File: src/rtl/frank_ctrl_sequencer_pkg.sv
// Shared definitions for the FRANK control sequencer: opcodes, states, control-word bit
// positions, IRQ entry word and the default write-enable mask.
package frank_ctrl_sequencer_pkg;

  typedef enum logic [1:0] {
    ST_RESET = 2'd0,
    ST_RUN   = 2'd1,
    ST_HALT  = 2'd2,
    ST_IRQ   = 2'd3
  } state_t;

  localparam int OP_CPYWA  = 0;
  localparam int OP_CPYAW  = 1;
  localparam int OP_CPYRW  = 2;
  localparam int OP_NOOPR  = 3;
  localparam int OP_RETRN  = 4;
  localparam int OP_R2_FLR = 5;
  localparam int OP_LOOPF  = 6;

  // Write enables occupy the low bits so a single mask can suppress them during stalls
  localparam int CB_PCW     = 0;
  localparam int CB_ADDRW   = 1;
  localparam int CB_FRW     = 2;
  localparam int CB_WREGW   = 3;
  localparam int CB_STATUSW = 4;
  localparam int CB_ADDRIN  = 5;
  localparam int CB_FRIN    = 6;
  localparam int CB_WREGIN  = 7;
  localparam int CB_ALUIN1  = 8;
  localparam int CB_ALUIN2  = 9;
  localparam int CB_JUMP    = 10;
  localparam int CB_J_MODE  = 11;
  localparam int CB_CALL    = 12;
  localparam int CB_RETURN  = 13;

  function automatic logic [15:0] cw_bit(input int pos);
    return 16'd1 << pos;
  endfunction

  localparam logic [15:0] CW_IRQ_ENTRY    = cw_bit(CB_JUMP) | cw_bit(CB_CALL);
  localparam logic [15:0] WE_MASK_DEFAULT = 16'h001F;

endpackage

File: src/rtl/frank_ctrl_sequencer_if.sv
// Sequencer <-> datapath bundle: instruction-side inputs and per-cycle control outputs.
interface frank_ctrl_sequencer_if #(
  parameter int OP_W    = 4,
  parameter int CW_W    = 16,
  parameter int MAX_CYC = 4,
  localparam int CYC_W  = $clog2(MAX_CYC)
);
  logic [OP_W-1:0]  i_opcode;
  logic             i_stall;
  logic             i_halt_req;
  logic             i_irq;
  logic [CW_W-1:0]  o_ctrl;
  logic [CYC_W-1:0] o_cycle;
  logic             o_fetch;
  logic             o_halted;
  logic             o_irq_ack;

  modport slave (
    input  i_opcode, i_stall, i_halt_req, i_irq,
    output o_ctrl, o_cycle, o_fetch, o_halted, o_irq_ack
  );

  modport master (
    output i_opcode, i_stall, i_halt_req, i_irq,
    input  o_ctrl, o_cycle, o_fetch, o_halted, o_irq_ack
  );
endinterface

File: src/rtl/frank_ucode_rom.sv
// Combinational microcode table: {opcode, cycle} -> {control word, last flag}.
// Unlisted entries return an empty word that ends the instruction.
module frank_ucode_rom
  import frank_ctrl_sequencer_pkg::*;
#(
  parameter int OP_W    = 4,
  parameter int CW_W    = 16,
  parameter int MAX_CYC = 4,
  localparam int CYC_W  = $clog2(MAX_CYC)
) (
  input  logic [OP_W-1:0]  op,
  input  logic [CYC_W-1:0] cycle,
  output logic [CW_W:0]    word
);
  logic [15:0] cw;
  logic        last;
  int          op_i;
  int          cyc_i;

  always_comb begin
    cw    = '0;
    last  = 1'b1;
    op_i  = int'(op);
    cyc_i = int'(cycle);
    case (op_i)
      OP_NOOPR: if (cyc_i == 0) cw = cw_bit(CB_PCW);
      OP_CPYWA: case (cyc_i)
        0: begin cw = cw_bit(CB_PCW); last = 1'b0; end
        1: cw = cw_bit(CB_ADDRIN) | cw_bit(CB_ADDRW);
        default: ;
      endcase
      OP_CPYAW: case (cyc_i)
        0: begin cw = cw_bit(CB_PCW); last = 1'b0; end
        1: cw = cw_bit(CB_WREGIN) | cw_bit(CB_WREGW);
        default: ;
      endcase
      OP_CPYRW: case (cyc_i)
        0: begin cw = cw_bit(CB_PCW); last = 1'b0; end
        1: cw = cw_bit(CB_WREGIN) | cw_bit(CB_ALUIN1) | cw_bit(CB_WREGW) | cw_bit(CB_STATUSW);
        default: ;
      endcase
      OP_RETRN: case (cyc_i)
        0: begin cw = cw_bit(CB_ADDRIN) | cw_bit(CB_ADDRW); last = 1'b0; end
        1: cw = cw_bit(CB_RETURN) | cw_bit(CB_JUMP) | cw_bit(CB_PCW);
        default: ;
      endcase
      OP_R2_FLR: case (cyc_i)
        0: begin cw = cw_bit(CB_PCW); last = 1'b0; end
        1: begin cw = cw_bit(CB_FRIN) | cw_bit(CB_ALUIN1) | cw_bit(CB_FRW); last = 1'b0; end
        2: cw = cw_bit(CB_ALUIN2) | cw_bit(CB_STATUSW);
        default: ;
      endcase
      // Never flags last; termination relies on the sequencer's final-cycle guard
      OP_LOOPF: case (cyc_i)
        0: begin cw = cw_bit(CB_PCW); last = 1'b0; end
        1: begin cw = cw_bit(CB_ALUIN1) | cw_bit(CB_FRW); last = 1'b0; end
        2: begin cw = cw_bit(CB_JUMP) | cw_bit(CB_J_MODE); last = 1'b0; end
        3: begin cw = cw_bit(CB_JUMP) | cw_bit(CB_J_MODE) | cw_bit(CB_PCW); last = 1'b0; end
        default: ;
      endcase
      default: ;
    endcase
    word = {CW_W'(cw), last};
  end
endmodule

File: src/rtl/frank_ctrl_sequencer.sv
// Multi-cycle control sequencer: state, cycle counter, opcode latch and stall masking.
// Optional interrupt entry is built when CTRL_IRQ_EN is defined.
module frank_ctrl_sequencer
  import frank_ctrl_sequencer_pkg::*;
#(
  parameter int OP_W    = 4,
  parameter int CW_W    = 16,
  parameter int MAX_CYC = 4,
  parameter logic [CW_W-1:0] WE_MASK = CW_W'(WE_MASK_DEFAULT)
) (
  input logic                   i_clk,
  input logic                   i_rst,
  frank_ctrl_sequencer_if.slave bus
);
  localparam int CYC_W = $clog2(MAX_CYC);
  localparam logic [CYC_W-1:0] LAST_CYC = CYC_W'(MAX_CYC - 1);

  state_t           state_reg, state_next;
  logic [CYC_W-1:0] cyc_reg, cyc_next;
  logic [OP_W-1:0]  op_reg, op_next;
  logic [OP_W-1:0]  rom_op;
  logic [CW_W:0]    rom_word;
  logic [CW_W-1:0]  rom_ctrl;
  logic             last_eff;
  logic [CW_W-1:0]  ctrl;
  logic             irq_ack;
  logic             halted;

  // Cycle 0 decodes the live opcode; later cycles use the latched copy
  assign rom_op   = (cyc_reg == '0) ? bus.i_opcode : op_reg;
  assign rom_ctrl = rom_word[CW_W:1];
  assign last_eff = rom_word[0] || (cyc_reg == LAST_CYC);

  frank_ucode_rom #(
    .OP_W    (OP_W),
    .CW_W    (CW_W),
    .MAX_CYC (MAX_CYC)
  ) u_rom (
    .op    (rom_op),
    .cycle (cyc_reg),
    .word  (rom_word)
  );

  always_ff @(posedge i_clk or posedge i_rst) begin
    if (i_rst) begin
      state_reg <= ST_RESET;
      cyc_reg   <= '0;
      op_reg    <= '0;
    end else begin
      state_reg <= state_next;
      cyc_reg   <= cyc_next;
      op_reg    <= op_next;
    end
  end

  always_comb begin
    state_next = state_reg;
    cyc_next   = cyc_reg;
    op_next    = op_reg;
    ctrl       = '0;
    irq_ack    = 1'b0;
    halted     = 1'b0;
    case (state_reg)
      ST_RESET: begin
        state_next = ST_RUN;
        cyc_next   = '0;
      end
      ST_RUN: begin
        ctrl = bus.i_stall ? (rom_ctrl & ~WE_MASK) : rom_ctrl;
        if (!bus.i_stall) begin
          if (cyc_reg == '0) op_next = bus.i_opcode;
          if (last_eff) begin
            cyc_next = '0;
            if (bus.i_halt_req) state_next = ST_HALT;
`ifdef CTRL_IRQ_EN
            else if (bus.i_irq) state_next = ST_IRQ;
`endif
          end else begin
            cyc_next = cyc_reg + 1'b1;
          end
        end
      end
      ST_HALT: begin
        halted = 1'b1;
        if (!bus.i_halt_req) begin
          state_next = ST_RUN;
          cyc_next   = '0;
        end
      end
`ifdef CTRL_IRQ_EN
      ST_IRQ: begin
        ctrl    = bus.i_stall ? (CW_W'(CW_IRQ_ENTRY) & ~WE_MASK) : CW_W'(CW_IRQ_ENTRY);
        irq_ack = !bus.i_stall;
        if (!bus.i_stall) begin
          state_next = ST_RUN;
          cyc_next   = '0;
        end
      end
`endif
      default: state_next = ST_RESET;
    endcase
  end

`ifndef CTRL_IRQ_EN
  logic unused_irq;
  assign unused_irq = bus.i_irq;
`endif

  assign bus.o_ctrl    = ctrl;
  assign bus.o_cycle   = cyc_reg;
  assign bus.o_fetch   = (state_reg == ST_RUN) && (cyc_reg == '0);
  assign bus.o_halted  = halted;
  assign bus.o_irq_ack = irq_ack;
endmodule

File: src/flat_wrapper.sv
// flat-port wrapper written by rule: the top's interface ports become plain ports
module frank_ctrl_sequencer_flat import frank_ctrl_sequencer_pkg::*;
#(
  parameter int OP_W    = 4,
  parameter int CW_W    = 16,
  parameter int MAX_CYC = 4,
  parameter logic [CW_W-1:0] WE_MASK = CW_W'(WE_MASK_DEFAULT)
)
  (i_clk, i_rst, bus_i_opcode, bus_i_stall, bus_i_halt_req, bus_i_irq, bus_o_ctrl, bus_o_cycle, bus_o_fetch, bus_o_halted, bus_o_irq_ack);
  frank_ctrl_sequencer_if #(.OP_W(OP_W), .CW_W(CW_W), .MAX_CYC(MAX_CYC)) bus_i ();
  input logic i_clk;
  input logic i_rst;
  input wire logic [$bits(bus_i.i_opcode)-1:0] bus_i_opcode;
  input wire logic [$bits(bus_i.i_stall)-1:0] bus_i_stall;
  input wire logic [$bits(bus_i.i_halt_req)-1:0] bus_i_halt_req;
  input wire logic [$bits(bus_i.i_irq)-1:0] bus_i_irq;
  output wire logic [$bits(bus_i.o_ctrl)-1:0] bus_o_ctrl;
  output wire logic [$bits(bus_i.o_cycle)-1:0] bus_o_cycle;
  output wire logic [$bits(bus_i.o_fetch)-1:0] bus_o_fetch;
  output wire logic [$bits(bus_i.o_halted)-1:0] bus_o_halted;
  output wire logic [$bits(bus_i.o_irq_ack)-1:0] bus_o_irq_ack;
  assign bus_i.i_opcode = bus_i_opcode;
  assign bus_i.i_stall = bus_i_stall;
  assign bus_i.i_halt_req = bus_i_halt_req;
  assign bus_i.i_irq = bus_i_irq;
  assign bus_o_ctrl = bus_i.o_ctrl;
  assign bus_o_cycle = bus_i.o_cycle;
  assign bus_o_fetch = bus_i.o_fetch;
  assign bus_o_halted = bus_i.o_halted;
  assign bus_o_irq_ack = bus_i.o_irq_ack;
  frank_ctrl_sequencer #(.OP_W(OP_W), .CW_W(CW_W), .MAX_CYC(MAX_CYC), .WE_MASK(WE_MASK)) u_core (.i_clk(i_clk), .i_rst(i_rst), .bus(bus_i));
endmodule
File: config.mk
export PLATFORM = sky130hd
export DESIGN_NAME = frank_ctrl_sequencer_flat
export DESIGN_NICKNAME = d
export VERILOG_FILES = /design/src/rtl/frank_ctrl_sequencer_pkg.sv /design/src/rtl/frank_ctrl_sequencer_if.sv /design/src/rtl/frank_ucode_rom.sv /design/src/rtl/frank_ctrl_sequencer.sv /design/src/flat_wrapper.sv
export SDC_FILE = /design/constraint.sdc
export NUM_CORES = 1
export LEC_CHECK = 0
export CAP_MARGIN = 20
export CORE_MARGIN = 2
export CORE_UTILIZATION = 48
export DETAILED_ROUTE_END_ITERATION = 10
export PLACE_DENSITY = 0.84
export SETUP_SLACK_MARGIN = 0.15
export SYNTH_ARGS = -nofsm -noshare
export SYNTH_HDL_FRONTEND = slang
export SYNTH_SLANG_ARGS = --single-unit
File: constraint.sdc
create_clock -name i_clk -period 6.63 [get_ports i_clk]
set_input_delay 1.989 -clock i_clk [delete_from_list [all_inputs] [get_ports i_clk]]
set_output_delay 1.989 -clock i_clk [all_outputs]
set_load 0.02 [all_outputs]
==> impl_metrics.yaml <==
# implementation run metrics
critical_path:
  crit_fanout: 6
  crit_top_cell: "clkdlybuf4s50_1"
  cp_slowest_cell: "clkdlybuf4s50_1"
  cp_top_family: "buffers and inverters"
  r2r-end: "u_core.bus.o_cycle[1]"
  worst-path-buf-inv: 2
  cp-start-kind: "primary input"
  cp-end-kind: "primary output"
  critPathMaxStageDelay_ns: 0.62
  criticalPathCategory: "primary input to primary output"
  r2r_start: "u_core.bus.o_cycle[0]"
  regToRegSetupSlack_ns: 4.36
  cp-startpoint: "bus_i_opcode[0]"
  cp_data_arrival_time_ns: 4.14
  reg2reg_depth: 6
  cp.required_ns: 4.64
  cp_cell_sequence: "clkdlybuf4s50_1 > mux2i_1 > o21ai_1 > a211o_1 > a21oi_1 > clkdlybuf4s50_1"
timing:
  max_slew_margin_pct: 57.9
  rsz0062_at_grt: "no"
  finalHoldViolations: 0
  whs_ns: 0.592
  drv_slew: 0
  setup_ws_ns: 0.498
  post-route-min-period_ns: 6.13
  finalCritPeriodShare_pct: 92.5
  setup_viol: 0
  worstMarginPinSlew_ns: 0.632
  fmax_mhz: 163
  tns_ns: 0
global_routing:
  grt_start_max_net_pins: 20
  gr-total-overflow: 0
  grt_pass1_wl_um: 3170
  antenna_found_initial: 0
  grt_pass1_vias: 759
synth:
  top_cells_by_area: "dfrtp_1 23%, ha_1 7.2%, a21oi_1 5.2%"
  edf_count: 0
  ys_area_um2: 871
  top_cells_by_count: "9 x a21oi_1, 9 x nand2_1, 8 x dfrtp_1"
  ys_seq_share_pct: 23.0
  async_flop_share_pct: 100
  synth_top_area_share_pct: 23.0
  yosys_warnings: 0
  ys_cells: 109
  yosysUniqueCellTypes: 41
  ff_type: "dfrtp_1"
  syn-instance-count: 109
  syn_avg_cell_area_um2: 7.99
  synth.largest_area_cell: "dfrtp_1"
  syn_area_um2: 871
  numSynthFlops: 8
route:
  drt-initial-drc-count: 16
  num_vias: 876
  postRouteAntennaNets: 0
  drtPass1Iterations: 4
  drc: 0
  viasPerCell: 5.69
  drt-total-wl_um: 2080
placement:
  dp_hpwl_um: 1640
  place_inst: 151
  place.gp.congestion: 0.889
  port_buffers: 24
  pre_cts_slack_ns: 0.554
  place_area_um2: 1100
clocking:
  cts_buffers: 3
  post-cts-setup-buffers: 0
  cts_tree: "built"
  clk_root_buffer_cell: "clkbuf_4"
  clockBufferDepth: 2
  cts.sinks: 8
  cts_resized: 0
  htree_levels: 1
  postCtsHoldBufs: 0
  clk_pin_slew_ns: 0.05
finish:
  design.final.nets: 145
  stdcell_area_um2: 1120
  drive_above_1_share_pct: 8.53
  area_growth_pct: 28.7
  final_cells: 154
  largest_reg_flops: 4
  antenna-diode-count: 0
power_and_ir_drop:
  power.density_nw_per_um2: 319
  leakagePower_nw: 0.444
  irDropWorstVdd_uv: 183
  power_mw: 0.357
floorplanning:
  initCoreUtil_pct: 51.0
  row_count: 15
  core-area_um2: 1710
  chipArea_um2: 2170
  die_y_um: 46.6
  die_w_um: 46.6
  ios: 30
min_path:
  hp-class: "register to register"
  min_path_cells: 1
  hp-start: "u_core.op_reg[2]"
  min_to: "u_core.op_reg[2]"
flow_run:
  drv_cap: 0
  warnings: 31
status:
  outcome: "finished, final reports clean"
[per-layer routing]
metal  vias up  global-route usage [%]  part of all wire (%)
met2        29                    37.8                    51
met3         6                    2.35                   4.6
met4         0                    10.3                   1.3
li1        426                       -                     -
met1       415                    23.6                    43
met5         -                       0                     0
[cell families after synthesis]
logic type      synth area share, %
simple gates                   26.4
compound gates                 24.1
buf+inv                        9.34
flops                          23.0
mux                            7.47
fa+ha+maj                      7.18
xor+xnor                       2.01
other cells                   0.431
[power by group]
part           total (mW)  internal (mW)  switching, mW
logic               0.220         0.0999          0.120
registers           0.102         0.0688         0.0332
clock network      0.0352         0.0206         0.0146
[how the worst max path moves through the flow]
stage	end	slack, ns	cells past startpoint
after floorplan	bus_o_ctrl[1]	1.51	5
after global placement	bus_o_ctrl[0]	0.56	6
after detailed placement	bus_o_ctrl[0]	0.55	6
after CTS	bus_o_ctrl[0]	0.54	6
after global routing	bus_o_ctrl[0]	0.43	6
final	bus_o_ctrl[0]	0.50	6
[cells in the final DEF (no fill, tap or decap), drive strengths merged, types with 2 or more instances in the layout]
master / count
conb: 4
nand3b: 3
nor2b: 5
inv: 5
nand3: 4
clkbuf: 3
a31o: 2
dfrtp: 8
xnor2: 2
nor2: 7
clkdlybuf4s50: 24
a21o: 2
mux2i: 2
a211oi: 2
o21ai: 8
nand2: 9
ha: 5
a21oi: 10
mux2: 4
[layout make-up]
class,count,area [µm²]
multi-input combinational,88,601
fill,151,587
timing repair buffer,25,248
sequential,8,200
tap,25,31.3
clock buffer,3,22.5
inverter,5,18.8
registers.png
Drawn at 10 px/µm. Other sequential cells in the stronger gray, the rest of the logic in the fainter gray.
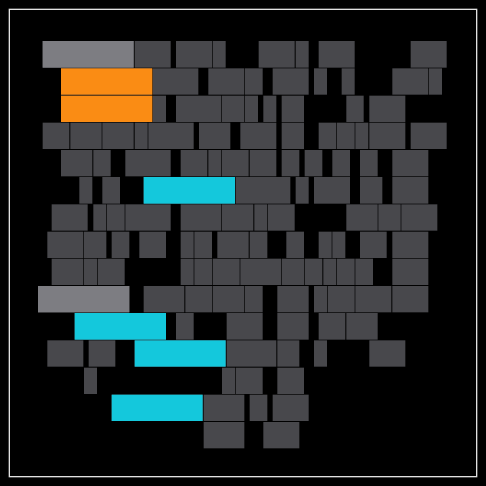
Key: orange = u_core.bus.o_cycle [flops 2]; cyan = u_core.op_reg [flops 4]
fin util: 65.6%
Seq/total area: 17.9%

clock_map.png
Drawn at 6 px/µm.
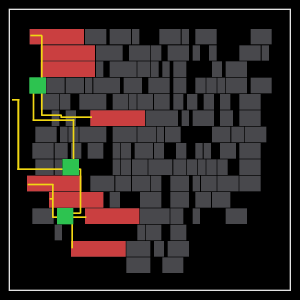
Key: yellow = clock wires [length 98.4 µm]; red = flip-flops [count 8]; green = cells driving clock nets [count 3]
There are 4 routed clock nets.
clk_lat worst skew: 0.25 ns
Clock power frac: 9.9%
Clock net power: 0.0352 mW
Worst Skew: 0.00292 ns

final_congestion.png
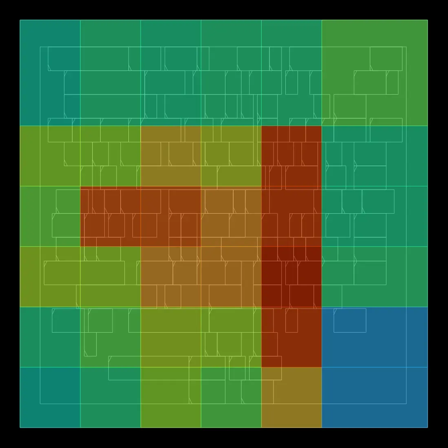
WL/cell: 13.5 µm
gr busiest metal: met2
GR Util met3: 2.35%
All-Layer GR Usage: 20.8%
met2 Usage GRT: 37.8%

Power and IR drop assume default switching activity.
